### Sequential cells grouped by signal name

Bar = 50 um. Other sequential cells in the stronger gray, the rest of the logic in the fainter gray.
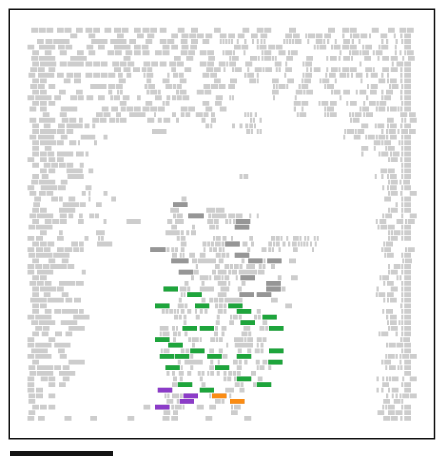
### Wiring heat map

Bar = 50 um. 20 x 21 tiles, from dark blue (low) to red (high), scaled to the fullest tile. Values are wire area over tile area, all layers added.
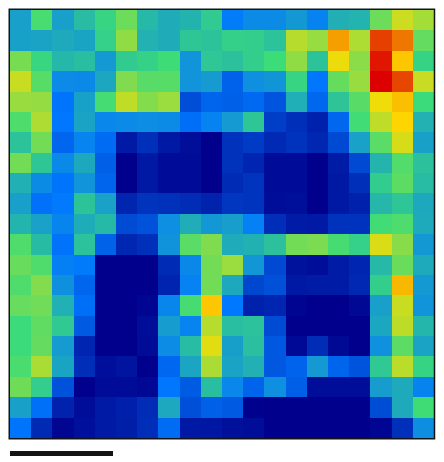
### Cells colored by class

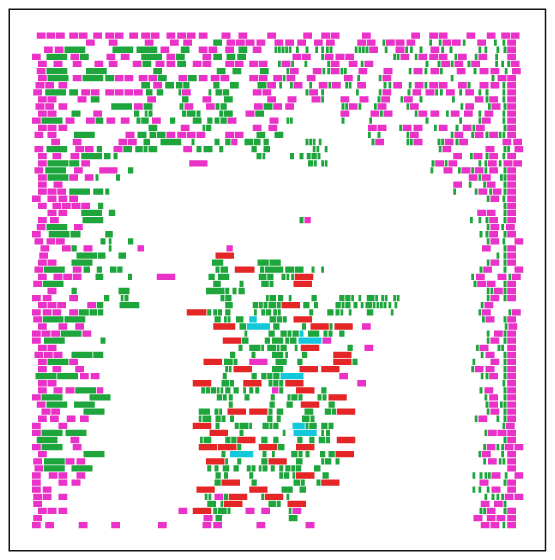
### Routing congestion map

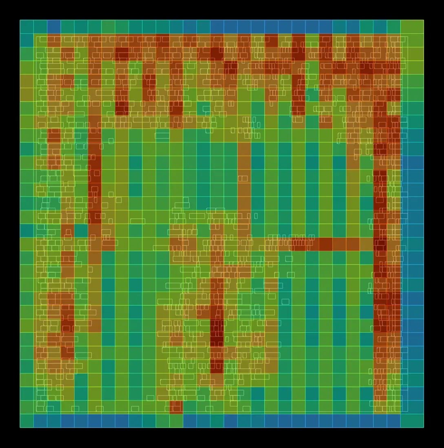
### Wiring by layer

Bar = 50 um.
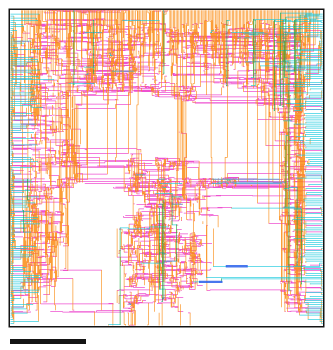
===== src/rtl/frogger_pkg.sv =====
// Shared types and constants for the frogger game blocks.
// Holds the FSM state encoding, the 16x16 field type and start/goal positions.
package frogger_pkg;

    typedef enum logic [1:0] {
        PLAY = 2'd0,
        HIT  = 2'd1,
        WIN  = 2'd2,
        OVER = 2'd3
    } state_t;

    typedef logic [15:0][15:0] field_t;

    localparam logic [3:0] START_ROW  = 4'd0;
    localparam logic [3:0] START_COL  = 4'd7;
    localparam logic [3:0] GOAL_ROW   = 4'd15;
    localparam logic [1:0] LIVES_INIT = 2'd3;
    localparam logic [3:0] LEVEL_INIT = 4'b0001;
    localparam logic [3:0] LEVEL_MAX  = 4'b1000;

    // One-hot difficulty step that saturates at the hardest level.
    function automatic logic [3:0] next_level(input logic [3:0] lvl);
        logic [3:0] res;
        if (lvl == LEVEL_MAX) begin
            res = LEVEL_MAX;
        end else begin
            res = {lvl[2:0], 1'b0};
        end
        return res;
    endfunction

endpackage


===== src/rtl/btn_edge.sv =====
// Rising-edge detector for one synchronized, level-held button.
// On reset the previous-sample register loads the live value, so a held button never fires.
module btn_edge (
    input  logic clk,
    input  logic reset,
    input  logic btn,
    output logic rise
);

    logic prev_r;

    // Previous-sample register; reset and normal operation both load the live level.
    always_ff @(posedge clk) begin
        if (reset) begin
            prev_r <= btn;
        end else begin
            prev_r <= btn;
        end
    end

    assign rise = btn & ~prev_r;

endmodule


===== src/rtl/frog_ctrl.sv =====
// Frog controller: position, lives, level and game FSM (PLAY/HIT/WIN/OVER).
// The display field is decoded from the registered state and position.
module frog_ctrl
    import frogger_pkg::*;
#(
    parameter int HOLD_CYCLES = 50_000_000
) (
    input  logic       clk,
    input  logic       reset,
    input  logic       pause,
    input  logic       btn_up,
    input  logic       btn_down,
    input  logic       btn_left,
    input  logic       btn_right,
    input  field_t     redArray,
    output field_t     greenArray,
    output logic       resetField,
    output logic [3:0] level,
    output logic [1:0] lives,
    output logic       gameOver
);

    localparam int TIMER_W = $clog2(HOLD_CYCLES + 1);
    localparam logic [TIMER_W-1:0] HOLD_LAST = TIMER_W'(HOLD_CYCLES - 1);

    state_t             state_r, state_s;
    logic [3:0]         row_r, row_s, col_r, col_s;
    logic [1:0]         lives_r, lives_s;
    logic [3:0]         level_r, level_s;
    logic [TIMER_W-1:0] timer_r, timer_s;
    logic               reset_field_r, reset_field_s;
    logic               game_over_r;
    logic               up_s, down_s, left_s, right_s;
    field_t             green_s;

    btn_edge u_edge_up    (.clk(clk), .reset(reset), .btn(btn_up),    .rise(up_s));
    btn_edge u_edge_down  (.clk(clk), .reset(reset), .btn(btn_down),  .rise(down_s));
    btn_edge u_edge_left  (.clk(clk), .reset(reset), .btn(btn_left),  .rise(left_s));
    btn_edge u_edge_right (.clk(clk), .reset(reset), .btn(btn_right), .rise(right_s));

    // Next-state, position, lives, level and timer decisions.
    always_comb begin
        state_s       = state_r;
        row_s         = row_r;
        col_s         = col_r;
        lives_s       = lives_r;
        level_s       = level_r;
        timer_s       = timer_r;
        reset_field_s = 1'b0;
        case (state_r)
            PLAY: begin
                if (pause) begin
                    state_s = PLAY;
                end else if (redArray[row_r][col_r]) begin
                    // Collision wins over any move; the last life goes straight to OVER.
                    if (lives_r == 2'd1) begin
                        state_s = OVER;
                        lives_s = 2'd0;
                    end else begin
                        state_s = HIT;
                        lives_s = lives_r - 2'd1;
                        timer_s = '0;
                    end
                end else if (row_r == GOAL_ROW) begin
                    state_s = WIN;
                end else if (!reset_field_r) begin
                    if (up_s) begin
                        if (row_r != 4'd15) row_s = row_r + 4'd1; else row_s = row_r;
                    end else if (down_s) begin
                        if (row_r != 4'd0) row_s = row_r - 4'd1; else row_s = row_r;
                    end else if (left_s) begin
                        if (col_r != 4'd15) col_s = col_r + 4'd1; else col_s = col_r;
                    end else if (right_s) begin
                        if (col_r != 4'd0) col_s = col_r - 4'd1; else col_s = col_r;
                    end else begin
                        state_s = PLAY;
                    end
                end else begin
                    state_s = PLAY;
                end
            end
            HIT: begin
                if (timer_r == HOLD_LAST) begin
                    state_s       = PLAY;
                    row_s         = START_ROW;
                    col_s         = START_COL;
                    timer_s       = '0;
                    reset_field_s = 1'b1;
                end else begin
                    timer_s = timer_r + 1'b1;
                end
            end
            WIN: begin
                state_s       = PLAY;
                row_s         = START_ROW;
                col_s         = START_COL;
                level_s       = next_level(level_r);
                reset_field_s = 1'b1;
            end
            OVER: begin
                state_s = OVER;
            end
            default: begin
                state_s = PLAY;
            end
        endcase
    end

    // State and output registers.
    always_ff @(posedge clk) begin
        if (reset) begin
            state_r       <= PLAY;
            row_r         <= START_ROW;
            col_r         <= START_COL;
            lives_r       <= LIVES_INIT;
            level_r       <= LEVEL_INIT;
            timer_r       <= '0;
            reset_field_r <= 1'b0;
            game_over_r   <= 1'b0;
        end else begin
            state_r       <= state_s;
            row_r         <= row_s;
            col_r         <= col_s;
            lives_r       <= lives_s;
            level_r       <= level_s;
            timer_r       <= timer_s;
            reset_field_r <= reset_field_s;
            game_over_r   <= (state_s == OVER);
        end
    end

    // One-hot frog display, blanked once the game is over.
    always_comb begin
        green_s = '0;
        if (state_r != OVER) begin
            green_s[row_r][col_r] = 1'b1;
        end else begin
            green_s = '0;
        end
    end

    assign greenArray = green_s;
    assign resetField = reset_field_r;
    assign level      = level_r;
    assign lives      = lives_r;
    assign gameOver   = game_over_r;

endmodule

===== config.mk =====
export PLATFORM = sky130hd
export DESIGN_NAME = frog_ctrl
export DESIGN_NICKNAME = d
export VERILOG_FILES = /design/src/rtl/frogger_pkg.sv /design/src/rtl/btn_edge.sv /design/src/rtl/frog_ctrl.sv
export SDC_FILE = /design/constraint.sdc
export NUM_CORES = 1
export LEC_CHECK = 0
export ABC_AREA = 0
export CORE_AREA = 8 8 197 199
export DETAILED_ROUTE_END_ITERATION = 10
export DIE_AREA = 0 0 205 207
export PLACE_DENSITY = 0.55
export SYNTH_ARGS = -nofsm -noshare
export SYNTH_HDL_FRONTEND = slang
export SYNTH_SLANG_ARGS = --single-unit

===== constraint.sdc =====
create_clock -name clk -period 4.7 [get_ports clk]
set_clock_uncertainty 0.1 [all_clocks]
set_input_delay 0.705 -clock clk [delete_from_list [all_inputs] [get_ports clk]]
set_output_delay 0.705 -clock clk [all_outputs]
set_load 0.005 [all_outputs]

==> flow_summary.yaml <==
# physical design summary
run_status:
  status: "complete, no violations"
worst_setup_path:
  crit_path_end_kind: "primary output"
  cp_data_required_time_ns: 3.89
  crit_family: "simple AND/OR/NAND/NOR gates"
  crit_path_start_kind: "register"
  cp.arrival_ns: 3.48
  cp_num_buf_inv: 2
  critPathMaxFanout: 52
  crit_type: "reg2out"
  r2r_setup_slack_ns: 0.73
cells_and_area:
  area_growth_pct: 95.7
  fin_cells: 1767
  diodes: 0
  layout-drive-gt1-share_pct: 6.31
  largest_register_ffs: 26
  logic_area_um2: 4690
  top_register: "timer_r"
  mostFrequentLayoutCell: "clkdlybuf4s50_1"
  lay_top_cells: "526 x clkdlybuf4s50_1, 278 x nor2_1, 50 x mux4_2"
  fin_nets: 1574
  fillCellCount: 3823
  fin_area_um2: 11800
timing:
  setup_viol: 0
  slew_viol_final: 0
  slew-limit-headroom_pct: 38.7
  setup_tns_ns: 0
  fin_ws_ns: 0.413
  hold_viol: 0
  period_used_pct: 91.2
  rsz0062_at_grt: "false"
  fmax_mhz: 233
  whs_ns: 0.385
  tightest_slew_ns: 0.918
clock_network:
  holdBufCountCts: 0
  path_clk_slew_ns: 0.06
  htree_levels: 2
  cts_buffers: 5
  clkSinkCount: 48
  cts_resized: 0
  cts_tree: "built"
  post_cts_buffers: 0
synth:
  flop_cell: "dfxtp_1"
  yosys_cells: 831
  ys_sh_aoi_pct: 13.7
  synthArstFlopShare_pct: 0
  ys.flops: 48
  yosysTopAreaCell: "mux4_2"
  yosys-top-cells-area: "mux4_2 19%, nor2_1 17%, dfxtp_1 16%"
  synth-edff-count: 0
  syn_avg_cell_area_um2: 7.28
  simple_gate_share_pct: 32.9
  top_cell: "nor2_1"
  topCombFamilyByArea: "simple AND/OR/NAND/NOR gates"
  ys_sh_xor_pct: 0.724
power_and_ir_drop:
  p_sw_w: 0.00176
  clk-power_w: 0.000375
  p_total_w: 0.00364
  combPwrFrac_pct: 71.3
  netSwitchingFraction_pct: 48.3
  maxPowerGroup: "combinational cells"
  sequentialPowerShare_pct: 18.4
  pg_comb_w: 0.00259
  p_leak_nw: 3.65
  internal_power_w: 0.00188
  power_frac_clock_pct: 10.3
global_routing:
  grt_pass1_vias: 8352
  grt_max_degree: 53
  grt_first_pass_wirelength_um: 57000
hold_path:
  worstHoldStart: "timer_r[14]"
  min_path_type: "reg2reg"
die:
  coreArea_um2: 35900
  row_count: 70
  die_w_um: 205
  die-area_um2: 42400
  ios: 527
  fp.dieH_um: 207
  initial_core_util_pct: 16.8
flow_run:
  cap_viol_max_count: 0
  warnings: 30
detailed_routing:
  ant_nets: 0
  drtPass1Iterations: 5
place:
  place_ws_ns: 0.526
  post-dp-hpwl_um: 33700
  place_area_um2: 11700
  placed_cells: 1759
Back to the opening pictures, 'Sequential cells grouped by signal name':
| color | netlist name | sequential cells |
|---|---|---|
| purple | level | 4 |
| orange | lives | 2 |
| green | timer_r | 26 |
Flop+latch power: 0.000669 W
fin util: 33.0%
Flop area: 967 um2
Seq area share: 8.17%

Back to the opening pictures, 'Wiring heat map':
tiles over half the peak: 21%
mean over tiles: 0.16
densest ninth of the die: top right
nearly empty tiles: 11%
fullest tile: 0.53
DR vias: 8250
wire length per cell: 22.8 um
GRT Util Overall: 17.5%

Back to the opening pictures, 'Cells colored by class':
| color | class | cells | share of their area |
|---|---|---|---|
| magenta | other buffers and delay cells | 536 | 48% |
| cyan | clock drivers and dummy loads | 8 | 1.4% |
| green | all other logic | 707 | 42% |
| red | flip-flops | 48 | 8.6% |

Back to the opening pictures, 'Routing congestion map':
GR Layer Usage met3: 4.99%
M1 GR Usage: 18.1%
met2 Usage GRT: 33.3%
grt peak-use layer: met2

Back to the opening pictures, 'Wiring by layer':
| color | layer | wire length |
|---|---|---|
| magenta | met1 | 14500 um |
| blue | met5 | 26.7 um |
| orange | met2 | 20.8 mm |
| cyan | met3 | 3760 um |
| green | met4 | 1240 um |
Post-Route WL: 40300 um

worst paths after layout:
kind,to,depth (start not counted)
worst min-delay path,timer_r[14],2
worst min register to register,timer_r[14],2
worst max-delay path,greenArray[229],5
worst max register to register,row_r[2],9
per-layer routing:
metal | wire length (um) | share of wire, % | up-vias
li1 | - | - | 3876
met1 | 14500 | 36 | 3872
met2 | 20800 | 52 | 437
met3 | 3760 | 9.3 | 61
met4 | 1240 | 3.1 | 4
met5 | 26 | 0.064 | -
layout make-up:
| class | count | area share (%) |
|---|---|---|
| inverters | 13 | 0.412 |
| clock buffers | 6 | 1.17 |
| well taps | 468 | 4.95 |
| clock inverters | 2 | 0.116 |
| multi-input cells | 694 | 39.6 |
| repair buffers | 536 | 45.6 |
| flip-flops and latches | 48 | 8.17 |
Power is estimated from default activity; no workload was simulated.
